## config.mk

```make
export PLATFORM = sky130hd
export DESIGN_NAME = step_pulse_gen
export DESIGN_NICKNAME = d
export VERILOG_FILES = /design/src/rtl/step_pulse_gen.sv
export SDC_FILE = /design/constraint.sdc
export NUM_CORES = 1
export LEC_CHECK = 0
export CORE_MARGIN = 2
export CORE_UTILIZATION = 45
export DETAILED_ROUTE_END_ITERATION = 10
export HOLD_SLACK_MARGIN = 0.1
export PLACE_DENSITY = 0.7
export SYNTH_ARGS = -nofsm -noshare
export SYNTH_HDL_FRONTEND = slang
export SYNTH_SLANG_ARGS = --single-unit
```

## constraint.sdc

```tcl
create_clock -name clk -period 2.15 [get_ports clk]
set_clock_uncertainty 0.2 [all_clocks]
set_input_delay 0.43 -clock clk [delete_from_list [all_inputs] [get_ports clk]]
set_output_delay 0.43 -clock clk [all_outputs]
set_load 0.05 [all_outputs]
```

## src/rtl/step_pulse_gen.sv

```systemverilog
// Step/direction pulse generator for six motor drivers: one command at a time,
// direction setup delay, then N symmetric step pulses with optional abort.
module step_pulse_gen #(
  parameter int HALF_PERIOD = 50,
  parameter int DIR_SETUP   = 10
) (
  input  logic       clk,
  input  logic       rst,
  input  logic [9:0] PulseNum,
  input  logic       Enable,
  input  logic [2:0] Motor,
  input  logic [5:0] DRs,
  input  logic       Stop,
  output logic [5:0] PULs,
  output logic [5:0] DIRs,
  output logic       Busy,
  output logic       Done,
  output logic       Aborted
);

  typedef enum logic [2:0] {
    IDLE  = 3'd0,
    SETUP = 3'd1,
    HIGH  = 3'd2,
    LOW   = 3'd3,
    DONE  = 3'd4
  } state_t;

  // The timer counts down to zero, so a phase of L cycles loads L-1.
  localparam logic [15:0] SETUP_LOAD = 16'(DIR_SETUP - 1);
  localparam logic [15:0] HALF_LOAD  = 16'(HALF_PERIOD - 1);

  function automatic logic [5:0] motor_onehot(input logic [2:0] m);
    logic [5:0] oh;
    case (m)
      3'd0:    oh = 6'b000001;
      3'd1:    oh = 6'b000010;
      3'd2:    oh = 6'b000100;
      3'd3:    oh = 6'b001000;
      3'd4:    oh = 6'b010000;
      3'd5:    oh = 6'b100000;
      default: oh = 6'b000000;
    endcase
    return oh;
  endfunction

  state_t      state_r, state_s;
  logic [15:0] timer_r, timer_s;
  logic [9:0]  count_r, count_s;
  logic [2:0]  motor_r, motor_s;
  logic [5:0]  dirs_r, dirs_s;
  logic [5:0]  puls_r;
  logic        busy_r, done_r, aborted_r;
  logic        abort_s;
  logic        accept_s;

  assign accept_s = Enable && (PulseNum != 10'd0) && (Motor <= 3'd5);

  // Next-state, phase timer, pulse count and latched command decode.
  always_comb begin
    state_s = state_r;
    timer_s = timer_r;
    count_s = count_r;
    motor_s = motor_r;
    dirs_s  = dirs_r;
    abort_s = 1'b0;
    case (state_r)
      IDLE: begin
        if (accept_s) begin
          state_s = SETUP;
          timer_s = SETUP_LOAD;
          count_s = PulseNum;
          motor_s = Motor;
          for (int i = 0; i < 6; i++) begin
            if (Motor == i[2:0]) begin
              dirs_s[i] = DRs[i];
            end else begin
              dirs_s[i] = dirs_r[i];
            end
          end
        end else begin
          timer_s = 16'd0;
        end
      end
      SETUP: begin
        if (Stop) begin
          state_s = DONE;
          timer_s = 16'd0;
          abort_s = 1'b1;
        end else if (timer_r == 16'd0) begin
          state_s = HIGH;
          timer_s = HALF_LOAD;
        end else begin
          timer_s = timer_r - 16'd1;
        end
      end
      HIGH: begin
        if (Stop) begin
          state_s = DONE;
          timer_s = 16'd0;
          abort_s = 1'b1;
        end else if (timer_r == 16'd0) begin
          state_s = LOW;
          timer_s = HALF_LOAD;
        end else begin
          timer_s = timer_r - 16'd1;
        end
      end
      LOW: begin
        // An abort wins over the end of the phase, so a cut pulse is never counted.
        if (Stop) begin
          state_s = DONE;
          timer_s = 16'd0;
          abort_s = 1'b1;
        end else if (timer_r == 16'd0) begin
          count_s = count_r - 10'd1;
          if (count_r == 10'd1) begin
            state_s = DONE;
            timer_s = 16'd0;
          end else begin
            state_s = HIGH;
            timer_s = HALF_LOAD;
          end
        end else begin
          timer_s = timer_r - 16'd1;
        end
      end
      DONE: begin
        state_s = IDLE;
        timer_s = 16'd0;
      end
      default: begin
        state_s = IDLE;
        timer_s = 16'd0;
      end
    endcase
  end

  // State and datapath registers.
  always_ff @(posedge clk or posedge rst) begin
    if (rst) begin
      state_r <= IDLE;
      timer_r <= 16'd0;
      count_r <= 10'd0;
      motor_r <= 3'd0;
      dirs_r  <= 6'b000000;
    end else begin
      state_r <= state_s;
      timer_r <= timer_s;
      count_r <= count_s;
      motor_r <= motor_s;
      dirs_r  <= dirs_s;
    end
  end

  // Output flops are loaded from the next state so they line up with the state register.
  always_ff @(posedge clk or posedge rst) begin
    if (rst) begin
      puls_r    <= 6'b000000;
      busy_r    <= 1'b0;
      done_r    <= 1'b0;
      aborted_r <= 1'b0;
    end else begin
      puls_r    <= (state_s == HIGH) ? motor_onehot(motor_s) : 6'b000000;
      busy_r    <= (state_s != IDLE);
      done_r    <= (state_s == DONE);
      aborted_r <= abort_s;
    end
  end

  assign PULs    = puls_r;
  assign DIRs    = dirs_r;
  assign Busy    = busy_r;
  assign Done    = done_r;
  assign Aborted = aborted_r;

endmodule

```

### Cell sizes after repair, run 1

(4 px per um)
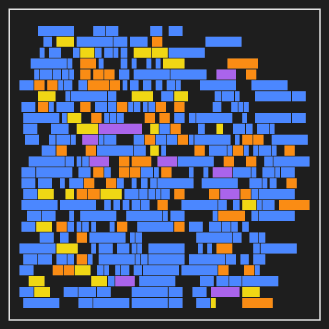
legend:
  drive 6 and up:
    colour: purple
    cells: 9
    share: 2.7%
    most_used: clkbuf_8
  drive 1 or less:
    colour: blue
    cells: 245
    share: 72%
    most_used: dfrtp_1
  drive 2:
    colour: yellow
    cells: 25
    share: 7.4%
    most_used: mux2_2
  drive 3 to 4:
    colour: orange
    cells: 59
    share: 17%
    most_used: buf_4
setup ws final: 48.7 ps
Area Overhead vs Synth: 43.7%

### Met1 routing, run 1

(6 px per um)
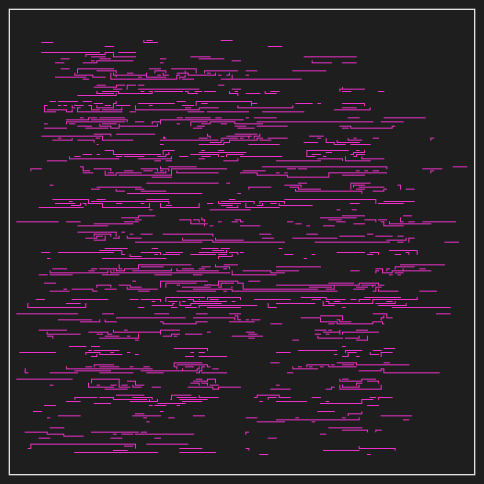
longest straight run: 20.7 um
main direction: horizontal
nets with wire on the layer: 330
post-detailed-routing wire length: 6070 um
DR vias: 2211
met1 GRT Util: 26.1%

==> deck_impl_summary.md, run 1 <==
Physical Implementation Snapshot

Outcome
  – Outcome: complete, no violations

Power and ir drop
  – Cell internal pwr: 3.22 mW
  – Psw: around 2.4 mW
  – Total Power: 5.62 mW
  – VDD IR-drop max: 0.924 mV
  – Seq group: 1.58 mW
  – Biggest consumer: combinational logic
  – Sequential power share: 28.2%

Synth
  – XOR/XNOR Fraction of Synth Area: ~3.6%
  – Synth Area in Compound Gates: 12.5%
  – Synth unique cells: 46
  – Number of enable flip-flop cells: 0
  – Syn_area_per_cell: approximately 9.7 um2
  – Top area contributor share: 48.6%
  – Cells after Synth: between 200 and 300
  – Post-synth seq share: 48.6%
  – Post-synth top area cell: dfrtp_1
  – Post-synth area hogs: dfrtp_1 (49%), nor2_1 (5.3%), a21oi_1 (3.1%)
  – Yosys warning tally: 0
  – Main logic family: simple AND/OR/NAND/NOR gates
  – Adder share: 2.07%
  – Commonest cells post-synth: dfrtp_1 (47), nor2_1 (34), nand2_1 (18)
  – Mapped Area: 0.00242 mm2

Placed design
  – Post-Place Setup Slack: -455 ps
  – RePlAce Congestion: 0.858
  – Placed Cells: around 400
  – I/O Buffers: 37
  – Placed cell area: ~0.0032 mm2

Drt
  – Max layer used: met4
  – M1 wire length: around 2500 um
  – Initial drt markers: 64
  – Final ANT Viol Nets: 0
  – Drt via density: 5.42

Finish
  – Comb area share: 36.8%
  – Design area: between 0.003 and 0.004 mm2
  – FF+latch area: roughly 0.0012 mm2
  – Flop share of the area: 33.8%
  – Core Util, Final: 67.6%
  – Nonclk inv count: 10
  – Flip-flops: approximately 47
  – Layout cell share with drive strength beyond 1: 27.5%
  – Commonest Layout Cell: buf_4
  – Buffers excl. clock: 89
  – Fill count: 436
  – Largest cell class: logic gates
  – Gate Area: 0.00128 mm2
  – Post-Layout Cell Count: 408
  – Comb gates: about 180
  – Clock buf count: 6

Clocking
  – CTS tree: built
  – Number of CTS-inserted buffers: 5
  – Clock root cell: clkbuf_8
  – H-tree Lvls: 2
  – Reg clk slew, reported paths: 90 ps
  – Clk ins delay skew pair: 300 ps
  – CTS-repair resized insts: 9

Setup path
  – CP Capture Type: output port
  – Critical R2R Capture: count_r[0]
  – Crit path DRT: 1520 ps
  – Crit path largest cell delay: 810 ps
  – CP Depth: 1
  – Crit Path Max Fanout: 2
  – Slowest cell on the critical path: clkdlybuf4s50_1
  – WP data arrival: 1470 ps
  – Worst Path Buf+Inv: 1
  – Reg2reg start: timer_r[13]
  – Critical path launch point type: flip-flop
  – Worst setup path end: DIRs[0]
  – Kind of cell adding the most delay to the critical path: buffers and inverters
  – Register-to-Register Path Depth: 6

Final timing
  – Least-Margin Pin Slew: 514 ps
  – Setup violations, final: 0
  – Minimum clock period: 2100 ps
  – Slew HR: about 66%
  – Hold Slack: 276 ps
  – Fmax: 476 MHz

Global route
  – Initial antenna violation count: 0

Floorplanning
  – Die area: 0.00598 mm2
  – Die X: 77.3 um

Run
  – Max-cap check violation count: 0
  – Count of tool warnings: 30
### Congestion heat map, run 1

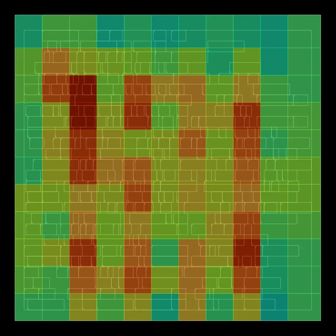
GRT met2 Usage: 38.5%
grt peak-use layer: met2
met3 Usage GRT: 3.65%
Tot GR Track Use: 21.4%
WL per Instance: 14.9 um

### Layout detail, run 1

Window x 7 to 32, y 45 to 70 um. Cells in grey, sequential cells in the stronger grey; small squares are vias.
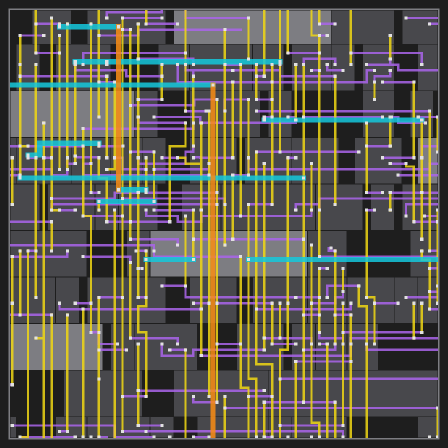
legend:
  met2:
    colour: yellow
  met3:
    colour: cyan
  met4:
    colour: orange
  met1:
    colour: purple
netlist names of flops here include: count_r (4)
most frequent: buf_4 (10), nor2_1 (9)
sequential cells in the window: 4
cells with their middle in the window: 58

### Placement by cell class, run 1

(4 px per um)
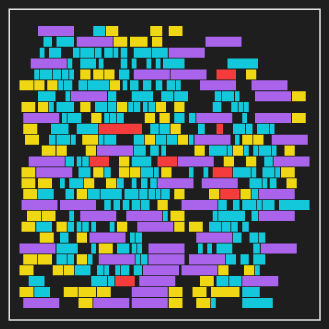

==> run 1 -> run 2 <==
--- a/config.mk
+++ b/config.mk
@@ -5,11 +5,13 @@
 export SDC_FILE = /design/constraint.sdc
 export NUM_CORES = 1
 export LEC_CHECK = 0
+export CAP_MARGIN = 20
 export CORE_MARGIN = 2
 export CORE_UTILIZATION = 45
 export DETAILED_ROUTE_END_ITERATION = 10
 export HOLD_SLACK_MARGIN = 0.1
 export PLACE_DENSITY = 0.7
+export SKIP_LAST_GASP = 1
 export SYNTH_ARGS = -nofsm -noshare
 export SYNTH_HDL_FRONTEND = slang
 export SYNTH_SLANG_ARGS = --single-unit
### Placement by cell class, run 2

(4 px per um)
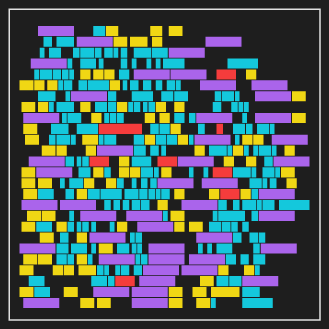
legend:
  all other logic:
    colour: cyan
    cells: 194
    share_of_their_area: 39%
  other buffers and delay cells:
    colour: yellow
    cells: 89
    share_of_their_area: 23%
  flops:
    colour: purple
    cells: 47
    share_of_their_area: 35%
  clock drivers and dummy loads:
    colour: red
    cells: 8
    share_of_their_area: 3.5%
Core Util, Final: 67.5%
# rows: 26
core box area: 0.00514 mm2
design area: 0.00347 mm2
flop share of the area: 33.9%

==> run 2 against run 1 <==
Sequential power hardly changed. Global-route usage stayed put. Sequential share of layout area is 0.061 points higher. Area after synthesis stayed put. Routed wire length hardly changed.
==> deck_impl_summary.md, run 2 <==
Physical Implementation Snapshot

Finish
  – Flip-flops: 47
  – Comb gates: 184
  – Comb area share: 36.6%
  – Area Overhead vs Synth: 43.5%
  – Buffers excl. clock: 89
  – Fill count: 436
  – FF+latch area: 0.00118 mm2
  – Gate Area: 0.00127 mm2
  – Nonclk inv count: 10
  – Layout cell share with drive strength beyond 1: between 20% and 30%
  – Clock buf count: 6
  – Largest cell class: logic gates
  – Post-Layout Cell Count: between 400 and 500
  – Commonest Layout Cell: buf_4

Drt
  – Initial drt markers: roughly 72
  – Post-detailed-routing wire length: 6060 um
  – DR vias: 2217
  – M1 wire length: 2520 um
  – Max layer used: met4
  – WL per Instance: roughly 15 um
  – Drt via density: 5.43

Power and ir drop
  – Total Power: 5.62 mW
  – Psw: 2.40 mW
  – Cell internal pwr: 3.22 mW
  – VDD IR-drop max: 0.809 mV
  – Seq group: between 1.5 and 2 mW

Setup path
  – Crit Path Max Fanout: 2
  – Register-to-Register Path Depth: 6
  – Critical R2R Capture: Busy
  – Critical path launch point type: flip-flop
  – Worst Path Buf+Inv: 1
  – CP Capture Type: output port
  – Slowest cell on the critical path: clkdlybuf4s50_1
  – CP Depth: 1
  – Worst setup path end: DIRs[0]
  – Reg2reg start: timer_r[13]

Clocking
  – Clock root cell: clkbuf_8
  – Number of CTS-inserted buffers: 5
  – Reg clk slew, reported paths: 90 ps
  – H-tree Lvls: 2

Floorplanning
  – Die X: 77.3 um
  – Die area: 0.00598 mm2

Placed design
  – Post-DP HPWL: between 4000 and 5000 um
  – I/O Buffers: 37
  – Placed cell area: roughly 0.0032 mm2
  – Placed Cells: 398
  – Post-Place Setup Slack: -455 ps
  – RePlAce Congestion: between 0.8 and 0.9

Synth
  – XOR/XNOR Fraction of Synth Area: 3.62%
  – Synth unique cells: 46
  – Yosys warning tally: 0
  – Post-synth top area cell: dfrtp_1
  – Top area contributor share: 48.6%
  – Adder share: 2.07%
  – Synth Area in Compound Gates: 12.5%
  – Number of enable flip-flop cells: 0
  – Commonest cells post-synth: dfrtp_1 (47), nor2_1 (34), nand2_1 (18)
  – Mapped Area: 0.00242 mm2
  – Cells after Synth: around 250
  – Main logic family: simple AND/OR/NAND/NOR gates
  – Syn_area_per_cell: 9.67 um2

Final timing
  – Minimum clock period: 2100 ps
  – Setup ws final: 46.2 ps
  – Slew HR: around two thirds
  – Setup violations, final: 0
  – Hold Slack: 278 ps
  – Fmax: 475 MHz
  – Least-Margin Pin Slew: 515 ps

Global route
  – Grt peak-use layer: met2
  – GRT met2 Usage: 38.5%
  – Met3 Usage GRT: 3.65%
  – Initial antenna violation count: 0
  – Tot GR Track Use: 21.4%
  – Met1 GRT Util: 26.1%

Run
  – Max-cap check violation count: 0
  – Count of tool warnings: 30

Outcome
  – Outcome: complete, no violations
### Layout detail, run 2

Window x 7 to 32, y 45 to 70 um. Cells in grey, sequential cells in the stronger grey; small squares are vias.
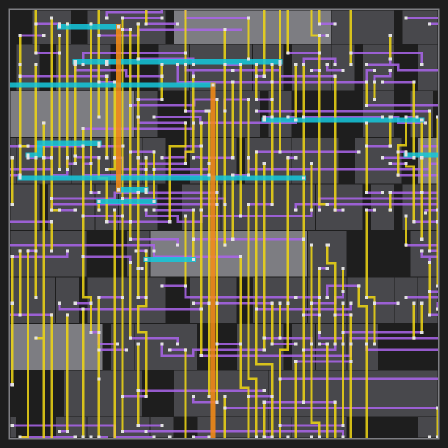
legend:
  met4:
    colour: orange
  met1:
    colour: purple
  met2:
    colour: yellow
  met3:
    colour: cyan
netlist names of flops here include: count_r (4)
cells with their middle in the window: 58
sequential cells in the window: 4
most frequent: buf_4 (10), nor2_1 (9)

### Congestion heat map, run 2

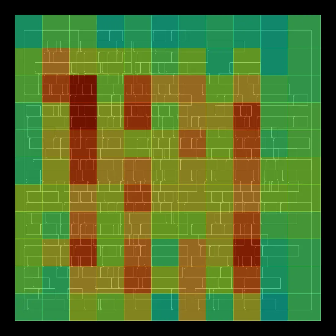

==> run 2 -> run 3 <==
--- a/config.mk
+++ b/config.mk
@@ -5,13 +5,14 @@
 export SDC_FILE = /design/constraint.sdc
 export NUM_CORES = 1
 export LEC_CHECK = 0
+export ABC_AREA = 1
 export CAP_MARGIN = 20
-export CORE_MARGIN = 2
 export CORE_UTILIZATION = 45
 export DETAILED_ROUTE_END_ITERATION = 10
 export HOLD_SLACK_MARGIN = 0.1
 export PLACE_DENSITY = 0.7
 export SKIP_LAST_GASP = 1
+export SLEW_MARGIN = 10
 export SYNTH_ARGS = -nofsm -noshare
 export SYNTH_HDL_FRONTEND = slang
 export SYNTH_SLANG_ARGS = --single-unit
### Congestion heat map, run 3

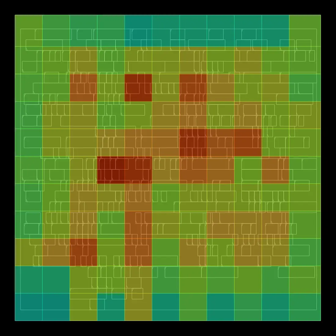
WL per Instance: 11.8 um
met3 Usage GRT: 3.21%
GRT met2 Usage: 32.2%
Tot GR Track Use: 20.0%
Core Util, Final: 60.4%

### Placement by cell class, run 3

(4 px per um)
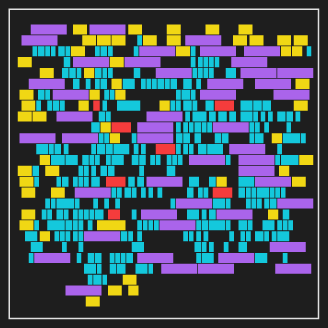
legend:
  flops:
    colour: purple
    cells: 47
    share_of_their_area: 38%
  clock drivers and dummy loads:
    colour: red
    cells: 7
    share_of_their_area: 2.7%
  other buffers and delay cells:
    colour: yellow
    cells: 55
    share_of_their_area: 17%
  all other logic:
    colour: cyan
    cells: 271
    share_of_their_area: 43%

==> run 3 against run 2 <==
Worst hold slack better by 2.1 ps. Worst setup slack better by 8.0 ps. Sequential share of layout area up 3.1 points. Clock power down 23%. Synthesized cell count up 29%. Largest cell class is now flip-flops and latches. Die area down 0.94%. Area after synthesis up 4.5%. Cell count up 10%. Power down 11%. Highest routed layer unchanged. Combinational power down 11%. Global-route usage down 1.4 points. Final area down 8.3%.
==> deck_impl_summary.md, run 3 <==
Physical Implementation Snapshot

Power and ir drop
  – Psw: 2.45 mW
  – Sequential power share: around 30%
  – Biggest consumer: combinational logic
  – Cell internal pwr: about 2.6 mW
  – Seq group: about 1.5 mW

Clocking
  – H-tree Lvls: 2
  – Clock root cell: clkbuf_8
  – Number of CTS-inserted buffers: 5
  – Clk ins delay skew pair: 300 ps
  – CTS-repair resized insts: 0

Setup path
  – Critical R2R Capture: count_r[5]
  – Critical path launch point type: flip-flop
  – CP Capture Type: output port
  – WP data arrival: roughly 1500 ps
  – Crit Path Max Fanout: 2
  – Reg2reg start: timer_r[1]
  – Worst Path Buf+Inv: 1
  – Register-to-Register Path Depth: 12
  – Worst setup path end: DIRs[4]
  – Crit path DRT: 1520 ps
  – Slowest cell on the critical path: clkdlybuf4s50_1
  – CP Depth: 1

Drt
  – DR vias: 2166
  – M1 wire length: 2530 um
  – Post-detailed-routing wire length: 5310 um
  – Initial drt markers: about 150
  – Max layer used: met4
  – Drt via density: 4.81

Placed design
  – Post-DP HPWL: around 4000 um
  – Post-Place Setup Slack: -104 ps
  – I/O Buffers: 37
  – Placed Cells: 443

Synth
  – Yosys warning tally: 0
  – Post-synth seq share: 46.5%
  – Synth Area in Compound Gates: 9.55%
  – Synth unique cells: 33
  – Cells after Synth: 322
  – Number of enable flip-flop cells: 0
  – Top area contributor share: 46.5%
  – Mapped Area: roughly 0.0025 mm2
  – Post-synth area hogs: dfrtp_1 (47%), nand2_1 (10%), nor2_1 (8.0%)
  – Syn_area_per_cell: 7.85 um2
  – Commonest cells post-synth: nand2_1 (68), nor2_1 (54), dfrtp_1 (47)
  – Adder share: 1.98%
  – XOR/XNOR Fraction of Synth Area: approximately 3.8%
  – Post-synth top area cell: dfrtp_1

Finish
  – Comb gates: between 200 and 250
  – Area Overhead vs Synth: 25.9%
  – Design area: 0.00318 mm2
  – Commonest Layout Cell: nand2_1
  – Comb area share: between 30 and 40%
  – Layout cell share with drive strength beyond 1: 13.2%
  – Buffers excl. clock: 55
  – Clock buf count: 5
  – Flop share of the area: 36.9%
  – Nonclk inv count: 47
  – FF+latch area: about 0.0012 mm2
  – Post-Layout Cell Count: 450

Final timing
  – Setup ws final: 54.1 ps
  – Least-Margin Pin Slew: 506 ps
  – Slew HR: between 60% and 70%
  – Setup violations, final: 0
  – Hold Slack: 280 ps

Floorplanning
  – Core box area: approximately 0.0053 mm2
  – Die X: 76.9 um
  – Die area: 0.00592 mm2
  – # rows: 26

Global route
  – Grt peak-use layer: met2
  – Met1 GRT Util: 27.8%
  – Initial antenna violation count: 0

Run
  – Max-cap check violation count: 0

Outcome
  – Outcome: complete, no violations
No activity file was given, so power comes from the tool's default toggle rates.
